Figure 1. Signal wires on met1 (run 1).
Scale: 6 px per um. Cells faint in the background.
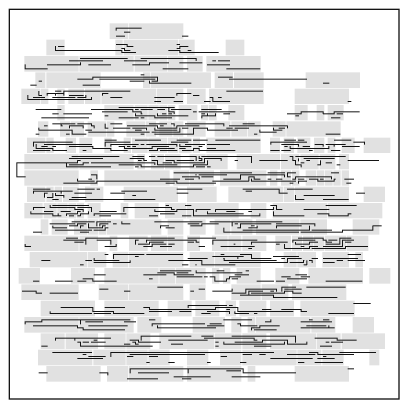
Figure 2. M2 wires (run 1).
Scale: 8 px per um.
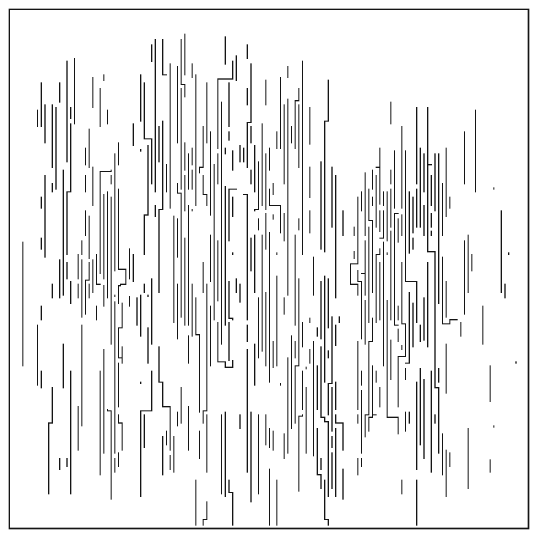
Figure 3. M3 wires (run 1).
Scale: 4 px per um. Cells faint in the background.
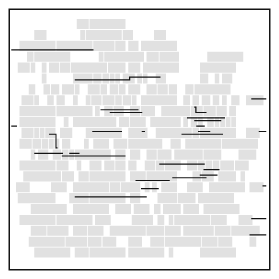
==> config.mk <==
export PLATFORM = sky130hd
export DESIGN_NAME = uart_rx
export DESIGN_NICKNAME = d
export VERILOG_FILES = /design/src/rtl/uart_pkg.sv /design/src/rtl/uart_sync.sv /design/src/rtl/uart_rx.sv
export SDC_FILE = /design/constraint.sdc
export NUM_CORES = 1
export LEC_CHECK = 0
export CAP_MARGIN = 20
export CORE_MARGIN = 1
export CORE_UTILIZATION = 52
export DETAILED_ROUTE_END_ITERATION = 8
export PLACE_DENSITY = 0.75
export SLEW_MARGIN = 30
export SYNTH_ARGS = -nofsm -noshare
export SYNTH_HDL_FRONTEND = slang
export SYNTH_SLANG_ARGS = --single-unit
export TNS_END_PERCENT = 50
==> constraint.sdc <==
create_clock -name i_clk -period 2.2 [get_ports i_clk]
set_input_delay 0.44 -clock i_clk [delete_from_list [all_inputs] [get_ports i_clk]]
set_output_delay 0.44 -clock i_clk [all_outputs]
set_load 0.03 [all_outputs]
==> qor.csv, run 1 <==
stage;metric;value;unit
worst_setup_path;CP max-delay cell;sky130_fd_sc_hd__or4b_4;
sta;fmax;0.445;GHz
synth;top cells by area in the synthesized netlist;sky130_fd_sc_hd__dfrtp_1, sky130_fd_sc_hd__mux2_1, sky130_fd_sc_hd__nor2_1;
route;Via density;5.82;
pwr;post-layout total power;1.41;mW
sta;slew at the pin closest to its max-slew limit;537;ps
sta;number of failing hold endpoints at the final stage;0;
worst_setup_path;startpoint types;flip-flop;
layout;most common logic cell in the routed design;sky130_fd_sc_hd__dfrtp_1;
cts;sink count of the clock tree;42;
floorplanning;number of top-level design ports;14;
global_routing;number of global-route vias before repair;1602;
layout;share of final-layout standard cells stronger than drive strength 1;0.251;
synth;Top logic family;simple AND/OR/NAND/NOR gates;
floorplanning;chip area;4190;um^2
worst_setup_path;endpoint type of the worst setup path;flip-flop;
worst_setup_path;FF-to-FF setup slack;-50;ps
cts;hold buffer count at cts;0;
cts;clock transition at the register clock pins on the worst setup and hold paths after CTS;80;ps
layout;area growth from synthesis to layout;30.0;%
layout;number of flip-flops in the largest register;16;
synth;yosys synthesis warning count;0;
synth;fraction of post-synthesis cell area in the top cell type by area;0.489;
worst_setup_path;largest stage delay on the critical path;550;ps
sta;final hold slack;74.1;ps
synth;xor-xnor portion of the synthesized cell area;0.0599;
placement;routability cong.;0.823;
floorplanning;fp util;0.551;
worst_setup_path;worst path bufs/invs;0;
sta;final setup slack of the worst path;-45.6;ps
pwr;Pwr Density;529;nW/um^2
synth;Synth async-reset ratio;1.00;
job;tool warnings;30;
route;Antenna Nets Post-Route;0;
worst_setup_path;depth of the worst register-to-register path;4;
synth;Seq/Total Area, Yosys;0.515;
synth;post-synth area from yosys stat;2050;um^2
synth;mux frac, synth;0.103;
synth;library cell occupying the most area in the post-synthesis netlist;sky130_fd_sc_hd__dfrtp_1;
layout;final design area excluding fillers;2660;um^2
synth;net count after synthesis;191;
synth;number of unique standard cell types used by synthesis;40;
worst_setup_path;signal arrival time at the worst endpoint;2430;ps
sta;Slew Viols, Final;0;
floorplanning;vertical die size;64.7;um
placement;Inst Count DP;263;
layout;FILL cells;256;
floorplanning;Placeable Area;3720;um^2
cts;Clk Tree Root Cell;sky130_fd_sc_hd__clkbuf_8;
synth;post-synthesis register bit count;42;
sta;final critical-path share of the clock period;1.02;
floorplanning;horizontal die dimension;64.7;um
cts;CTS tree;done;
pwr;static leakage;1.19;nW
synth;AND-OR/OR-AND share of the synthesized area;0.0459;
worst_hold_path;hold crit path type;input pin to asynchronous set/reset pin;
synth;flip-flops with a built-in enable;0;
placement;placement-stage cell area;2440;um^2
outcome;failing checks;negative setup slack;
worst_setup_path;kind of cell adding the most delay to the critical path;simple AND/OR/NAND/NOR gates;
outcome;status;complete, but fails checks;
sta;total of endpoints with negative setup slack in the final report;5;
sta;setup repair after global routing missed its margin;true;
worst_setup_path;Worst Path Required;2380;ps
worst_setup_path;Critical Path, Cell by Cell;or4b_4, or4_4, nor4_4, mux2_4;
placement;post-detailed-placement half-perimeter wirelength;3080;um
global_routing;number of antenna violations at the first check in global routing;0;
cts;insertion delay at the late pin of the worst-skew pair;290;ps
worst_setup_path;number of logic stages on the critical path including buffering;4;
layout;Final nets;233;
floorplanning;standard-cell row count;22;
global_routing;global-route congestion overflow total;0;
layout;post-route insts no fill;275;
About Figure 1:
nets with wire on the layer: 213
main direction: horizontal
total number of vias: 1,600
final wirelength: 4550 um
met1 global-route usage: 0.317

About Figure 2:
main direction: vertical
share of all routed wire: 51%
wire length on this layer: 2,310 um
met2 track demand over resource: 0.409

About Figure 3:
share of all routed wire: 4.4%
nets with wire on the layer: 25
longest straight run: 20.2 um
wire length on this layer: 202 um
global-route track usage on met3: 0.0546

==> run 1: power breakdown <==
part           leakage [nW]  switching [mW]  internal, mW
clock                0.0585           0.268         0.340
combinational         0.569          0.0156       0.00628
sequential            0.565         0.00377         0.775
total                  1.19           0.287          1.12
==> run 1: routing by layer <==
metal	vias up	track usage	share of wire
li1	743	-	-
met1	802	0.317	0.44
met2	50	0.409	0.51
met3	5	0.0546	0.044
met4	0	0.0778	0.011
met5	-	0	0
==> run 1: kinds of logic (layout without fill, tap and decap cells) <==
kind of cell,Yosys count,after routing
AND/OR/NAND/NOR,80,81
flip-flops,42,42
multiplexers,19,19
XOR/XNOR,14,14
AND-OR/OR-AND,13,13
buffers and inverters,12,54
adder cells (fa/ha/maj),4,4
==> run 1: layout make-up <==
cell class                 instances  area (um^2)  share of cell area
clock buffer                       5         68.8              0.0259
clock inverter                     3         43.8              0.0165
inverter                           7         26.3             0.00988
multi-input combinational        131         1050               0.394
sequential                        42         1050               0.396
tap                               48         60.1              0.0226
timing repair buffer              39          360               0.135
==> run 1: timing repair <==
action                                  4_1_cts  5_1_grt
cloned                                        1        0
pin swaps                                     1        1
endpoints found under the hold margin         0        0
setup buffers                                 2        1
gates resized                                 5        6
endpoints found under the setup margin       16       33
==> run 1: cells in the mapped netlist (all sizes together), types with 2 or more instances <==
master	number
dfrtp	40
nor2	23
mux2	16
nor4	11
nand3	9
xnor2	9
nand2	8
inv	7
nand4	5
xor2	5
a21oi	4
ha	4
nor3	4
o21ai	4
clkbuf	3
mux2i	3
nand2b	3
or4b	3
buf	2
dfstp	2
nor4b	2
or4	2
==> run 2, diff against run 1 <==
--- a/config.mk
+++ b/config.mk
@@ -6,6 +6,7 @@
 export NUM_CORES = 1
 export LEC_CHECK = 0
 export CAP_MARGIN = 20
+export CORE_ASPECT_RATIO = 0.8
 export CORE_MARGIN = 1
 export CORE_UTILIZATION = 52
 export DETAILED_ROUTE_END_ITERATION = 8
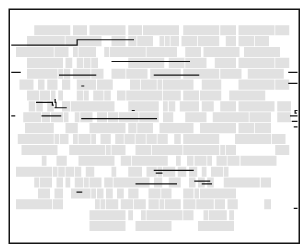
Figure 4: run 2, M3 wires.
Scale: 4 px per um. Cells faint in the background.
longest straight run: 19.3 um
share of all routed wire: 3.2%
nets with wire on the layer: 21
wire length on this layer: 145 um
main direction: horizontal
global-route track usage on met3: 0.0417
final wirelength: 4550 um
total number of vias: 1,571

==> qor.csv, run 2 <==
stage;metric;value;unit;change
pwr;internal power;1.11;mW;-0.63%
floorplanning;fp util;0.570;;+0.0194
synth;top cells by area in the synthesized netlist;sky130_fd_sc_hd__dfrtp_1, sky130_fd_sc_hd__mux2_1, sky130_fd_sc_hd__nor2_1;;
sta;final setup slack of the worst path;-90.6;ps;-45.0 ps
sta;fmax;0.437;GHz;-2.0%
worst_hold_path;hold crit path type;input pin to asynchronous set/reset pin;;
placement;placement-stage cell area;2420;um^2;-0.62%
synth;Synth async-reset ratio;1.00;;unchanged
floorplanning;standard-cell row count;19;;-14%
cts;CTS tree;done;;
worst_setup_path;worst path bufs/invs;0;;unchanged
worst_setup_path;CP max-delay cell;sky130_fd_sc_hd__or4_4;;
synth;Seq/Total Area, Yosys;0.515;;unchanged
pwr;P_clk;594;uW;-2%
global_routing;number of global-route vias before repair;1556;;-2.9%
layout;area growth from synthesis to layout;30.5;%;
floorplanning;number of top-level design ports;14;;unchanged
pwr;sequential logic power;778;uW;about the same
pwr;sequential cell fraction of total power;0.559;;+0.006
layout;final design area excluding fillers;2670;um^2;+0.38%
global_routing;number of antenna violations at the first check in global routing;0;;unchanged
pwr;proportion of total power due to net switching;0.201;;-0.00337
synth;post-synth area from yosys stat;2050;um^2;unchanged
synth;flip-flops with a built-in enable;0;;unchanged
sta;Slew Viols, Final;0;;unchanged
sta;total of endpoints with negative setup slack in the final report;14;;+9
outcome;failing checks;negative setup slack;;
synth;library cell occupying the most area in the post-synthesis netlist;sky130_fd_sc_hd__dfrtp_1;;
synth;yosys synthesis warning count;0;;unchanged
sta;slew at the pin closest to its max-slew limit;619;ps;+82.3 ps
cts;insertion delay at the late pin of the worst-skew pair;290;ps;about the same
worst_setup_path;largest stage delay on the critical path;670;ps;+120 ps
floorplanning;vertical die size;58.1;um;-10%
worst_setup_path;Worst Path Required;2370;ps;about the same
worst_setup_path;kind of cell adding the most delay to the critical path;simple AND/OR/NAND/NOR gates;;
floorplanning;chip area;4190;um^2;about the same
placement;routability cong.;0.845;;+2.8%
sta;final critical-path share of the clock period;1.04;;+0.0204
pwr;power in combinational cells;20.8;uW;-5%
synth;fraction of post-synthesis cell area in the top cell type by area;0.489;;unchanged
route;Via density;5.63;;-3.2%
worst_setup_path;number of logic stages on the critical path including buffering;4;;unchanged
synth;net count after synthesis;191;;unchanged
worst_setup_path;FF-to-FF setup slack;-90;ps;-40 ps
pwr;share of power burned in the clock network;0.426;;-0.006
pwr;Main power group;sequential cells;;
layout;share of final-layout standard cells stronger than drive strength 1;0.264;;+0.0132
synth;ranking of synthesized cells by instance count;sky130_fd_sc_hd__dfrtp_1, sky130_fd_sc_hd__nor2_1, sky130_fd_sc_hd__mux2_1, sky130_fd_sc_hd__nor4_1;;
floorplanning;horizontal die dimension;72.1;um;+11%
pwr;logic gate share of total power;0.015;;about the same
worst_setup_path;signal arrival time at the worst endpoint;2460;ps;+30 ps
global_routing;global-route congestion overflow total;0;;unchanged
outcome;status;complete, but fails checks;;
cts;clock transition at the register clock pins on the worst setup and hold paths after CTS;80;ps;about the same
sta;number of failing hold endpoints at the final stage;0;;unchanged
cts;Clk Tree Root Cell;sky130_fd_sc_hd__clkbuf_8;;
layout;most common logic cell in the routed design;sky130_fd_sc_hd__dfrtp_1;;
synth;post-synthesis register bit count;42;;unchanged
worst_setup_path;endpoint type of the worst setup path;flip-flop;;
job;tool warnings;30;;unchanged
placement;post-detailed-placement half-perimeter wirelength;3110;um;+0.78%
layout;Final nets;233;;unchanged
==> run 2: cell counts after synthesis <==
No cell type changed its count.
==> run 2: per-layer routing <==
| metal | part of all wire | track usage | vias up |
|---|---|---|---|
| li1 | - | - | 749 |
| met1 | 0.47 | 0.342 | 777 |
| met2 | 0.48 | 0.371 | 38 |
| met3 | 0.032 | 0.0417 | 7 |
| met4 | 0.012 | 0.0672 | 0 |
| met5 | 0 | 0 | - |
==> run 2: per-stage QoR <==
| step | instances | hold WS [ps] | power (mW) | TNS (ps) |
|---|---|---|---|---|
| floorplan | 184 | 144 | 0.794 | -600 |
| global placement | 266 | 349 | 0.814 | 0 |
| detailed placement | 266 | 350 | 0.816 | -154 |
| CTS | 275 | 72.7 | 1.41 | -2.98 |
| global route | 279 | 104 | 1.44 | -1230 |
| finish | 279 | 69.3 | 1.39 | -715 |
==> run 2: kinds of logic (layout without fill, tap and decap cells) <==
| logic type | count (synthesis) | count (layout) | synth area share |
|---|---|---|---|
| AND-OR/OR-AND | 13 | 13 | 0.0459 |
| buffers and inverters | 12 | 53 | 0.0263 |
| adder cells (fa/ha/maj) | 4 | 4 | 0.0245 |
| XOR/XNOR | 14 | 14 | 0.0599 |
| multiplexers | 19 | 19 | 0.103 |
| AND/OR/NAND/NOR | 80 | 82 | 0.226 |
| flip-flops | 42 | 42 | 0.515 |
==> run 2: what timing repair did <==
item                                   in CTS  in global routing
hold buffers                                0                  0
resized                                     2                 17
buffers inserted                            0                  3
gates cloned                                1                  1
endpoints found under the hold margin       0                  0
pin swaps                                   0                  9
setup endpoints to repair                  15                 34
==> run 2: final cells by class <==
class                   count  area (um^2)
well taps                  52         65.1
clock buffers               5         68.8
clock inverters             3         40.0
inverters                   7         26.3
flip-flops and latches     42         1050
fillers                   231          920
multi-input cells         132         1080
repair buffers             38          332
Power is estimated from default activity; no workload was simulated.
